==> config.mk <==
export PLATFORM = sky130hd
export DESIGN_NAME = sha_result_collector
export DESIGN_NICKNAME = d
export VERILOG_FILES = /design/src/rtl/sha_result_collector.sv
export SDC_FILE = /design/constraint.sdc
export NUM_CORES = 1
export LEC_CHECK = 0
export ABC_CLOCK_PERIOD_IN_PS = 2400
export CAP_MARGIN = 20
export CORE_AREA = 2 2 227 229
export DETAILED_ROUTE_END_ITERATION = 8
export DIE_AREA = 0 0 229 231
export PLACE_DENSITY = 0.64
export SETUP_SLACK_MARGIN = 0.3
export SKIP_LAST_GASP = 1
export SYNTH_ARGS = -nofsm -noshare
export SYNTH_HDL_FRONTEND = slang
export SYNTH_SLANG_ARGS = --single-unit
==> constraint.sdc <==
create_clock -name clk -period 2.4 [get_ports clk]
set_input_delay 0.48 -clock clk [delete_from_list [all_inputs] [get_ports clk]]
set_output_delay 0.48 -clock clk [all_outputs]
set_load 0.005 [all_outputs]
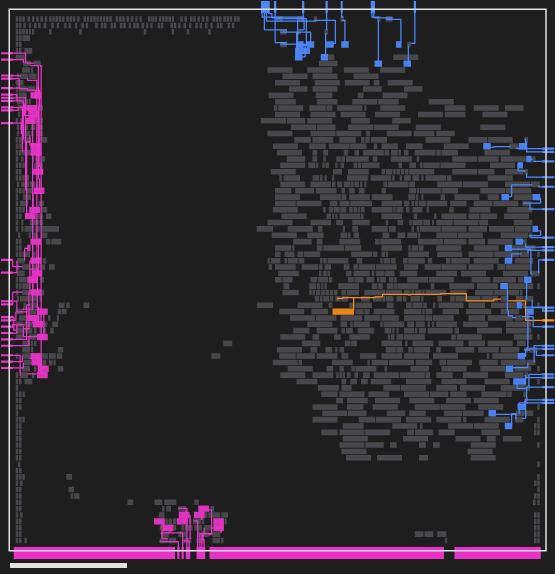
(run_1/port_trees.png)
Bar = 50 um.
Key: orange = `overflow` [direction output, end cells 1, buffers 1, wire 106 um]; magenta = `doublehash` [direction input, end cells 32, buffers 32, wire 1060 um]; blue = `found_nonce` [direction output, end cells 32, buffers 32, wire 693 um]
I/O pin count: 592
IO buf count: 111

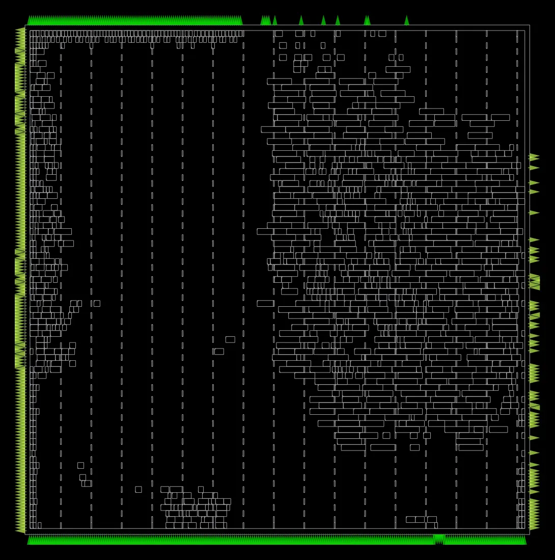
(run_1/placed.png)
Filler cells: 5099
final core utilization: 30.0%
Tap Cells: 680
Row Count: 83
core box area: 50700 um2

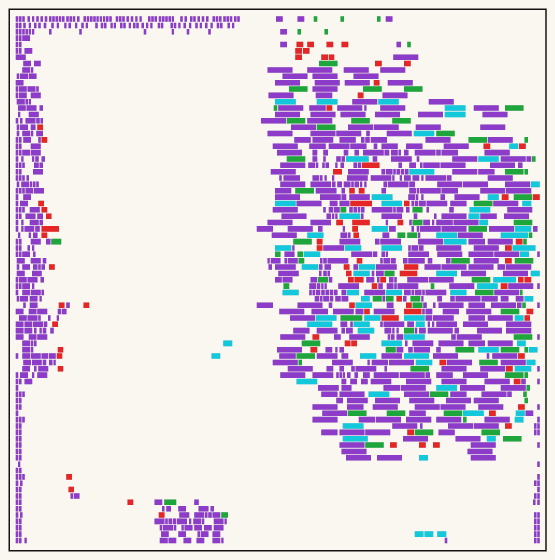
(run_1/sizing.png)
Key: green = x2 [cells 83]; red = x3 and x4 [cells 87]; cyan = x6 and larger [cells 79]; purple = x1 and smaller [cells 923]
Area Overhead vs Synth: 21.2%
fin area: 15200 um2
fin worst setup slack: -0.261 ns
Buffers, non-clock: 183

==> run summary, run 1 <==
status -> complete, but fails checks
failing checks -> setup timing
Die H -> 231 um
LEAKAGE -> 6.11 nW
global-route wire length before repair -> 37.5 mm
clk latency late pin -> 0.51 ns
grt met2 use -> 16.6%
Top cells by area -> edfxtp_1 (38%), buf_4 (15%), dfrtp_1 (10%), mux4_2 (7.2%), dfxtp_1 (6.5%)
FP Util -> 24.8%
tool warning count -> 256
via count -> 6989
gpl congestion -> 0.791
Setup Viol. Count Final -> 40
Slew headroom -> 63.9%
Mapped Avg Cell Area -> 12.8 um2
DIE AREA -> 52900 um2
Reg2Reg Setup Slack -> 0.36 ns
H-Tree Depth -> 1
Synth top area share -> 38.3%
Inserted Clock Buffers -> 24
min Tclk post-route -> 2.66 ns
worst vdd ir -> 0.494 mV
largest net degree at the start of global routing -> 41
# DRC -> 0
FMAX -> 0.376 GHz
final hold vios -> 0
sequential power share -> 37.7%
met1 Resource Use GR -> 10.2%
WS Path Type -> register to primary output
Seq. cell area -> 6900 um2
fin worst setup slack -> -0.261 ns
Post-Synthesis Cells -> 978
run 1: cells in the final DEF, fill, tap and decap left out, drive strengths merged, types with 3 or more instances in the layout:
cell           Yosys  final
clkinv             0      8
nand3             18     18
and3               4      4
dfxtp             41     41
inv               48     48
xnor2             34     34
and4               7      7
o21ai             17     17
clkbuf            14     38
a31oi              3      3
dfrtp             51     51
ha                38     38
or3                5      5
nand4             12     12
nor4              12     12
nor2              42     42
clkdlybuf4s50      0     68
a221oi             3      3
edfxtp           160    160
dlygate4sd2        0      6
conb               1    256
nor3              10     10
mux4              40     40
a21oi             21     21
bufinv             0      4
nand2             28     28
and2              71     71
buf              274    100
run 1: metal layers:
layer | vias to the layer above | wire length, um
li1 | 3244 | -
met2 | 316 | 12700
met4 | 2 | 852
met3 | 44 | 1530
met1 | 3383 | 9520
met5 | - | 13
run 1: worst reg2reg max path, stage by stage, from the launching register on:
cell       delay, ns
dfrtp_1         0.38
or3_4           0.44
buf_4           0.18
nand3_1         0.10
fa_1            0.46
a211oi_2        0.15
o21ai_0         0.11
a2bb2oi_1       0.15
run 1: cells by family after synthesis:
family                   after synthesis  share of synthesized area (%)
XOR/XNOR                              36                           2.51
buffers and inverters                336                           18.0
adder cells (fa/ha/maj)               39                           3.95
multiplexers                          41                           7.26
AND/OR/NAND/NOR                      215                           10.3
AND-OR/OR-AND                         58                           3.02
other                                  1                         0.0299
flip-flops                           252                           55.0
run 1: what timing repair did:
item,4_1_cts,5_1_grt
endpoints found under the setup margin,42,43
setup buffers,18,4
gates resized,180,35
cloned,5,0
pin swaps,33,8
run 1: power groups by stage:
stage | clock, W | combinational (W) | sequential (W)
after global routing | 0.00425 | 0.00554 | 0.00555
after global placement | 0 | 0.00415 | 0.00554
after CTS | 0.00408 | 0.00499 | 0.00550
after detailed placement | 0 | 0.00419 | 0.00559
final | 0.00399 | 0.00510 | 0.00550
after floorplan | 0 | 0.00243 | 0.00550
run 1: final cells by class:
cell class	count	area share, %
well taps	680	5.59
inverters	48	1.18
clock inverters	12	1.05
clock buffers	32	4.55
flip-flops and latches	252	45.4
repair buffers	183	12.8
multi-input cells	645	29.5
run 1: stage by stage:
stage                     cells  worst slack, ns  setup TNS (ns)
after floorplan            1233            0.292               0
after global placement     1781           -0.370          -0.370
after detailed placement   1781           -0.411          -0.411
after CTS                  1848           -0.265           -7.63
after global routing       1852           -0.319           -8.88
final                      1852           -0.261           -6.32
## Run 2: what changed since run 1
--- a/config.mk
+++ b/config.mk
@@ -7,10 +7,10 @@
 export LEC_CHECK = 0
 export ABC_CLOCK_PERIOD_IN_PS = 2400
 export CAP_MARGIN = 20
-export CORE_AREA = 2 2 227 229
+export CORE_AREA = 2 2 230 232
 export DETAILED_ROUTE_END_ITERATION = 8
-export DIE_AREA = 0 0 229 231
-export PLACE_DENSITY = 0.64
+export DIE_AREA = 0 0 232 234
+export PLACE_DENSITY = 0.63
 export SETUP_SLACK_MARGIN = 0.3
 export SKIP_LAST_GASP = 1
 export SYNTH_ARGS = -nofsm -noshare
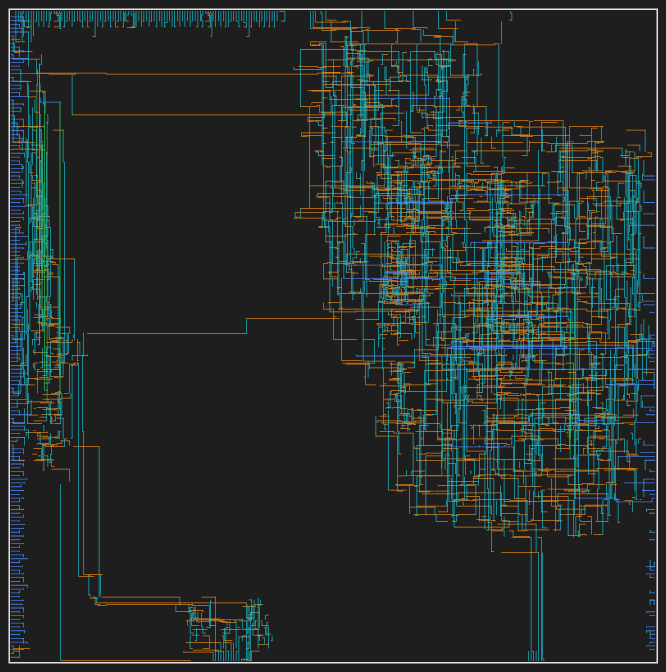
(run_2/layers.png)
Key: cyan = M2 [wire length 13300 um]; green = M4 [wire length 804 um]; orange = M1 [wire length 9510 um]; blue = M3 [wire length 1620 um]
wirelength, routed: 25.3 mm
via count: 7064

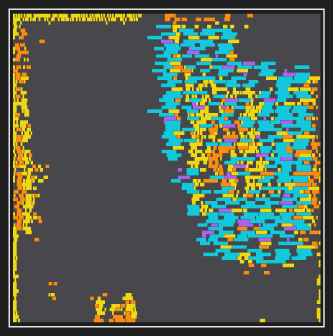
(run_2/class_map.png)
Fill, decap, tap and diode cells in gray.
Key: yellow = remaining logic cells [cells 693, share of their area 32%]; purple = clock drivers and dummy loads [cells 41, share of their area 5.0%]; orange = remaining buffers and delay cells [cells 210, share of their area 15%]; cyan = sequential cells [cells 252, share of their area 48%]
Row Count: 84
Seq/total area: 44.9%
fin area: 15400 um2
final core utilization: 29.6%
core box area: 52000 um2

==> run 2 against run 1 <==
Net effect:
- the run still ends with setup timing left
- register-to-register slack got worse by 0.12 ns
- clock power decreased by 13%
- routed wire length increased by 2.5%
- flip-flop count unchanged
- sequential share of layout area decreased by 0.49 points
- largest cell class unchanged
- highest routed layer is now met4
==> run summary, run 2 <==
IO buf count -> 111
Mapped Avg Cell Area -> 12.8 um2
Final TNS setup -> -6.10 ns
LEAKAGE -> 6.18 nW
WHS -> 0.344 ns
gpl congestion -> 0.789
Setup Viol. Count Final -> 40
largest net degree at the start of global routing -> 41
DP Worst Slack -> -0.268 ns
final hold vios -> 0
fin worst setup slack -> -0.234 ns
clk latency late pin -> 0.50 ns
worst vdd ir -> 0.465 mV
FMAX -> 0.380 GHz
critical path fanouts, max -> 7
Slew headroom -> 66.4%
global-route wire length before repair -> 37.7 mm
Die H -> 234 um
min Tclk post-route -> 2.63 ns
r2r worst-path depth -> 8
I/O pin count -> 592
failing checks -> setup timing
Commonest Layout Cell -> conb_1
Synth top area share -> 38.3%
Post-Synthesis Cells -> 978
FP Util -> 24.1%
Inserted Clock Buffers -> 23
H-Tree Depth -> 1
# DRC -> 0
status -> complete, but fails checks
placed instance count -> 1793
DIE AREA -> 54300 um2
Hold/Removal Path Class -> input pin to asynchronous set/reset pin
Top Layout Cells -> conb_1 (256), edfxtp_1 (160), clkdlybuf4s50_1 (68)
Area Overhead vs Synth -> 22.6%
First-pass DRT Iterations -> 4
Reg2Reg Setup Slack -> 0.24 ns
WS Path Type -> register to primary output
Top cells by area -> edfxtp_1 (38%), buf_4 (15%), dfrtp_1 (10%), mux4_2 (7.2%), dfxtp_1 (6.5%)
-- run 2: netlist changes by cell type in the layout (fill, tap and decap cells not counted), sizes merged --
cell	previous run	this run
clkinvlp	0	3
buf	100	136
clkdlybuf4s15	1	0
dlygate4sd2	6	1
inv	48	50
diode	0	3
bufinv	4	1
clkbuf	38	30
-- run 2: logic make-up after synthesis --
kind of cell / share of synthesized area (%)
buffers and inverters: 18.0
flip-flops: 55.0
AND/OR/NAND/NOR: 10.3
AND-OR/OR-AND: 3.02
multiplexers: 7.26
adder cells (fa/ha/maj): 3.95
XOR/XNOR: 2.51
other: 0.0299
-- run 2: layout make-up --
cell class / count / area, um2
Inverter: 48 / 180
Fill cell: 5241 / 36600
Multi-Input combinational cell: 645 / 4470
Sequential cell: 252 / 6910
Timing Repair Buffer: 210 / 2250
Antenna cell: 3 / 7.51
Clock inverter: 14 / 116
Tap cell: 688 / 861
Clock buffer: 27 / 611
-- run 2: layer usage --
| metal | vias to the layer above | global-route usage [%] | share of wire, % | wire length, um |
|---|---|---|---|---|
| met5 | - | 0 | 0 | 0 |
| met4 | 0 | 3.21 | 3.2 | 804 |
| met3 | 31 | 1.23 | 6.4 | 1620 |
| met2 | 317 | 17.0 | 53 | 13300 |
| met1 | 3410 | 10.1 | 38 | 9510 |
| li1 | 3306 | - | - | - |
-- run 2: worst max-delay path, delay by kind of cell (launching register included) --
family | cells | cell delay [ns]
buffers and inverters | 5 | 0.62
and+or+nand+nor | 1 | 0.16
muxes | 1 | 0.44
DFF | 1 | 0.43
-- run 2: timing repair --
item                       in CTS  in global routing
resized                       230                 37
setup endpoints to repair      43                 43
cloned                          4                  0
pin swaps                      35                 18
hold buffers                    0                  0
setup buffers                  41                  5
-- run 2: power breakdown --
part | internal, W | total [W] | switching, W
Combinational | 0.00344 | 0.00562 | 0.00218
Sequential | 0.00524 | 0.00550 | 0.000260
Clock | 0.00195 | 0.00348 | 0.00153
Total | 0.0106 | 0.0146 | 0.00397
-- run 2: metrics by stage --
step / total power [W] / cell area [um2]
after CTS: 0.0145 / 15200
after global placement: 0.00973 / 13900
after detailed placement: 0.00980 / 13900
after global routing: 0.0154 / 15400
final: 0.0146 / 15400
after floorplan: 0.00794 / 13500
Power is estimated from default activity; no workload was simulated.
